### Register map, names as in the netlist

Other sequential cells in the stronger gray, the rest of the logic in the fainter gray.
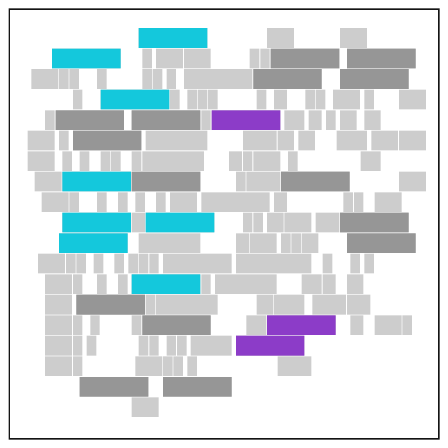
### Metal 3

Bar = 20 um.
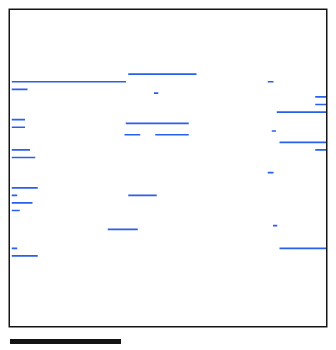
### Routed clock nets over the placement

Bar = 20 um.
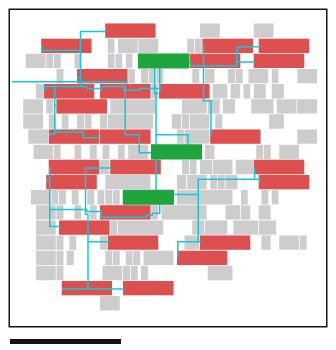
### Metal layers overlaid

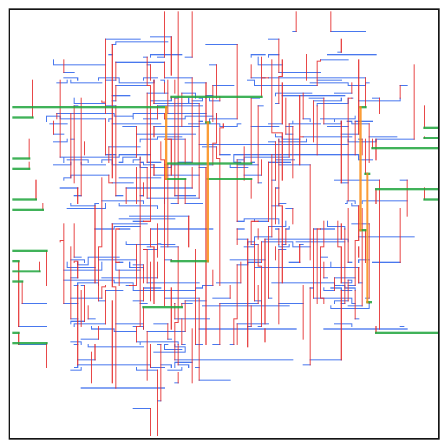
### Placed standard cells

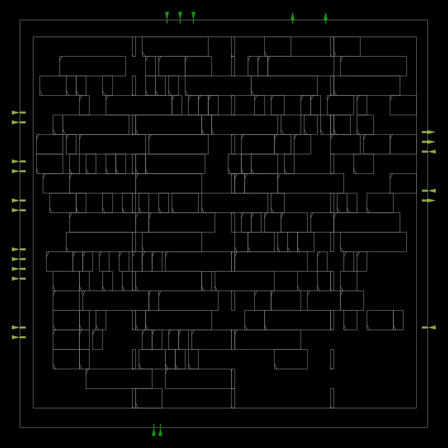
## src/rtl/comparador_serial_param.sv

```systemverilog
// rtl/comparador_serial_param.sv - bit-serial MSB-first magnitude comparator with start/pronto handshake
//
// Purpose: compares two WIDTH-bit operands one bit per clock, starting at the
// MSB and stopping at the first differing bit. Each operation is either
// unsigned or two's-complement signed.
//
// Ports:
//   clk        - system clock, rising edge
//   rst        - asynchronous active-high reset
//   start      - request a comparison (sampled only while idle)
//   com_sinal  - 1 = signed two's complement, 0 = unsigned
//   a, b       - operands, captured on the accept edge
//   ocupado    - comparison in progress
//   pronto     - one-cycle result-valid pulse
//   maior      - A > B
//   menor      - A < B
//   igual      - A == B

module comparador_serial_param #(
    parameter int WIDTH = 8,
    parameter int IDX_W = (WIDTH > 1) ? $clog2(WIDTH) : 1
) (
    input  logic             clk,
    input  logic             rst,
    input  logic             start,
    input  logic             com_sinal,
    input  logic [WIDTH-1:0] a,
    input  logic [WIDTH-1:0] b,
    output logic             ocupado,
    output logic             pronto,
    output logic             maior,
    output logic             menor,
    output logic             igual
);

    typedef enum logic {
        OCIOSO  = 1'b0,
        COMPARA = 1'b1
    } estado_t;

    localparam logic [IDX_W-1:0] IDX_MSB = IDX_W'(WIDTH - 1);

    estado_t          r_estado;
    logic [WIDTH-1:0] r_a;
    logic [WIDTH-1:0] r_b;
    logic             r_sinal;
    logic [IDX_W-1:0] r_idx;
    logic             r_ocupado;
    logic             r_pronto;
    logic             r_maior;
    logic             r_menor;
    logic             r_igual;

    estado_t          w_estado_prox;
    logic [WIDTH-1:0] w_a_prox;
    logic [WIDTH-1:0] w_b_prox;
    logic             w_sinal_prox;
    logic [IDX_W-1:0] w_idx_prox;
    logic             w_ocupado_prox;
    logic             w_pronto_prox;
    logic             w_maior_prox;
    logic             w_menor_prox;
    logic             w_igual_prox;

    logic             w_bit_a;
    logic             w_bit_b;

    assign w_bit_a = r_a[r_idx];
    assign w_bit_b = r_b[r_idx];

    always_comb begin
        w_estado_prox  = r_estado;
        w_a_prox       = r_a;
        w_b_prox       = r_b;
        w_sinal_prox   = r_sinal;
        w_idx_prox     = r_idx;
        w_ocupado_prox = r_ocupado;
        w_pronto_prox  = 1'b0;
        w_maior_prox   = r_maior;
        w_menor_prox   = r_menor;
        w_igual_prox   = r_igual;

        unique case (r_estado)
            OCIOSO: begin
                if (start) begin
                    w_a_prox       = a;
                    w_b_prox       = b;
                    w_sinal_prox   = com_sinal;
                    w_idx_prox     = IDX_MSB;
                    w_ocupado_prox = 1'b1;
                    w_maior_prox   = 1'b0;
                    w_menor_prox   = 1'b0;
                    w_igual_prox   = 1'b0;
                    w_estado_prox  = COMPARA;
                end
            end
            COMPARA: begin
                if (w_bit_a != w_bit_b) begin
                    // In signed mode the MSB is the sign bit, so a 1 there
                    // means the smaller value; every other bit has normal weight.
                    if (r_sinal && (r_idx == IDX_MSB)) begin
                        w_menor_prox = w_bit_a;
                        w_maior_prox = ~w_bit_a;
                    end else begin
                        w_maior_prox = w_bit_a;
                        w_menor_prox = ~w_bit_a;
                    end
                    w_pronto_prox  = 1'b1;
                    w_ocupado_prox = 1'b0;
                    w_estado_prox  = OCIOSO;
                end else if (r_idx == '0) begin
                    w_igual_prox   = 1'b1;
                    w_pronto_prox  = 1'b1;
                    w_ocupado_prox = 1'b0;
                    w_estado_prox  = OCIOSO;
                end else begin
                    w_idx_prox = r_idx - 1'b1;
                end
            end
            default: begin
                w_estado_prox = OCIOSO;
            end
        endcase
    end

    always_ff @(posedge clk or posedge rst) begin
        if (rst) begin
            r_estado  <= OCIOSO;
            r_a       <= '0;
            r_b       <= '0;
            r_sinal   <= 1'b0;
            r_idx     <= '0;
            r_ocupado <= 1'b0;
            r_pronto  <= 1'b0;
            r_maior   <= 1'b0;
            r_menor   <= 1'b0;
            r_igual   <= 1'b0;
        end else begin
            r_estado  <= w_estado_prox;
            r_a       <= w_a_prox;
            r_b       <= w_b_prox;
            r_sinal   <= w_sinal_prox;
            r_idx     <= w_idx_prox;
            r_ocupado <= w_ocupado_prox;
            r_pronto  <= w_pronto_prox;
            r_maior   <= w_maior_prox;
            r_menor   <= w_menor_prox;
            r_igual   <= w_igual_prox;
        end
    end

    assign ocupado = r_ocupado;
    assign pronto  = r_pronto;
    assign maior   = r_maior;
    assign menor   = r_menor;
    assign igual   = r_igual;

endmodule

```

## config.mk

```make
export PLATFORM = sky130hd
export DESIGN_NAME = comparador_serial_param
export DESIGN_NICKNAME = d
export VERILOG_FILES = /design/src/rtl/comparador_serial_param.sv
export SDC_FILE = /design/constraint.sdc
export NUM_CORES = 1
export LEC_CHECK = 0
export CAP_MARGIN = 20
export CORE_MARGIN = 1.5
export CORE_UTILIZATION = 45
export CTS_BUF_LIST = sky130_fd_sc_hd__clkbuf_16
export DETAILED_ROUTE_END_ITERATION = 7
export GPL_TIMING_DRIVEN = 0
export HOLD_SLACK_MARGIN = 0.1
export PLACE_DENSITY = 0.74
export SLEW_MARGIN = 25
export SYNTH_ARGS = -nofsm -noshare
export SYNTH_HDL_FRONTEND = slang
export SYNTH_SLANG_ARGS = --single-unit
```

## constraint.sdc

```tcl
create_clock -name clk -period 2 [get_ports clk]
set_input_delay 0.6 -clock clk [delete_from_list [all_inputs] [get_ports clk]]
set_output_delay 0.6 -clock clk [all_outputs]
set_load 0.02 [all_outputs]
```

==> flow_results.org <==
#+TITLE: Synthesis and PnR summary

** Worst setup path
- The worst register-to-register path depth is 5.
- Walking the worst path, the cells encountered are buf_6 > mux4_2 > mux2_4 > xor2_4 > a311o_2.
- The number of buffers and inverters on the critical path is 1.
- For the worst setup path, the data arrival time is 2150 ps.
- STA classifies the critical path startpoint as a flip-flop.

** Logic synthesis
- Async set-or-reset flop fraction in the synthesized netlist :: 100.0%
- The number of nets in the synthesized netlist is 155.
- Cell type contributing the most total cell area after synthesis :: sky130_fd_sc_hd__dfrtp_1
- Summing the areas of all compound-gate instances in the mapped netlist gives 5.775% of the synthesized area.
- In this run the biggest area consumer among cell types represents 50.05% of the synthesized area.
- Main area contributors after synthesis :: sky130_fd_sc_hd__dfrtp_1 50%, sky130_fd_sc_hd__nand2_1 16%, sky130_fd_sc_hd__mux4_1 8.1%
- Registers, synthesis :: 26

** Timing
- The final timing report gives a worst setup slack of -3.921 ps.
- Per the timing report, the achievable frequency comes out to 0.4990 GHz.
- The transition time recorded at the tightest slew-check pin is 539.4 ps.
- From the final report, the count of setup violators was given as 1.
- Final tally of hold violations :: 0
- Summed negative setup slack over all endpoints :: -3.921 ps
- Relative slew slack :: 63.99%

** Power and ir drop
- The group that draws the most power in this run is combinational cells.
- Cell leakage power :: 0.0007991 uW
- Combinational fraction of design power :: 50.1%
- The share of total power dissipated in the clock network is 16.5%.
- Per report_power, the sequential group accounts for 33.4% of the total.
- Clock group power :: 444 uW

** CTS
- After clock tree synthesis, the clock-pin slew on the worst setup and hold paths is 60 ps.
- The clock drives 26 sinks.
- Root buffer cell :: sky130_fd_sc_hd__clkbuf_16
- CTS added clock buffers totalling 3.

** Place
- Sum of net half-perimeters after detailed placement :: 1774 um
- In this run, placement finished with an instance count of 187.

** Die
- In this run the full chip footprint comes out at 3221 um^2.

** Outcome
- Violated checks :: negative setup slack
- Status :: complete, but fails checks

** Run
- The logs give a warning total of 30.
- Across the run, the number of max-cap violations was 0.

** Final layout
- Per the cell usage report, the commonest logic cell in the layout is sky130_fd_sc_hd__nand2_1.
- 0 antenna diodes ended up in the layout.
About 'Register map, names as in the netlist':
name in the netlist	color	placed flops
r_idx	purple	3
r_a	cyan	8

About 'Metal 3':
nets with wire on the layer	23
wire length on this layer	121 um
longest straight run	20.2 um
share of all routed wire	4.8%

About 'Routed clock nets over the placement':
[clock-net drivers] green | count: 3
[flip-flops] red | count: 26
[clock wires] cyan | length: 305 um
flops lie	spread over the die
routed clock nets	4

About 'Metal layers overlaid':
layer	color	wire length
M4	orange	61.2 um
M3	green	121 um
M1	blue	1070 um
M2	red	1270 um

About 'Placed standard cells':
Final Core Density: 60.66%
FF+latch count: 26
number of placement rows: 19
tapcell count: 31
Placeable Area: 2758 um^2

[metrics by stage]
| step | cell area [um^2] | hold WS [ps] |
|---|---|---|
| CTS | 1673 | 480.4 |
| global placement | 1583 | 451.0 |
| finish | 1673 | 480.5 |
| detailed placement | 1583 | 456.5 |
| global route | 1673 | 497.9 |
| floorplan | 1304 | 437.3 |
[kinds of logic after synthesis]
group / Yosys count
adders and majority gates: 3
AOI/OAI and AO/OA: 11
and+or+nand+nor: 71
muxes: 9
DFF: 26
xor gates and xnor gates: 1
buffers and inverters: 11
[routing by layer]
| metal | routed length (um) | track usage, % | vias up |
|---|---|---|---|
| met5 | 0 | 0 | - |
| met4 | 61 | 6.977 | 0 |
| met3 | 121 | 3.687 | 9 |
| met2 | 1274 | 31.06 | 33 |
| met1 | 1071 | 21.12 | 463 |
| li1 | - | - | 491 |
Power is estimated from default activity; no workload was simulated.
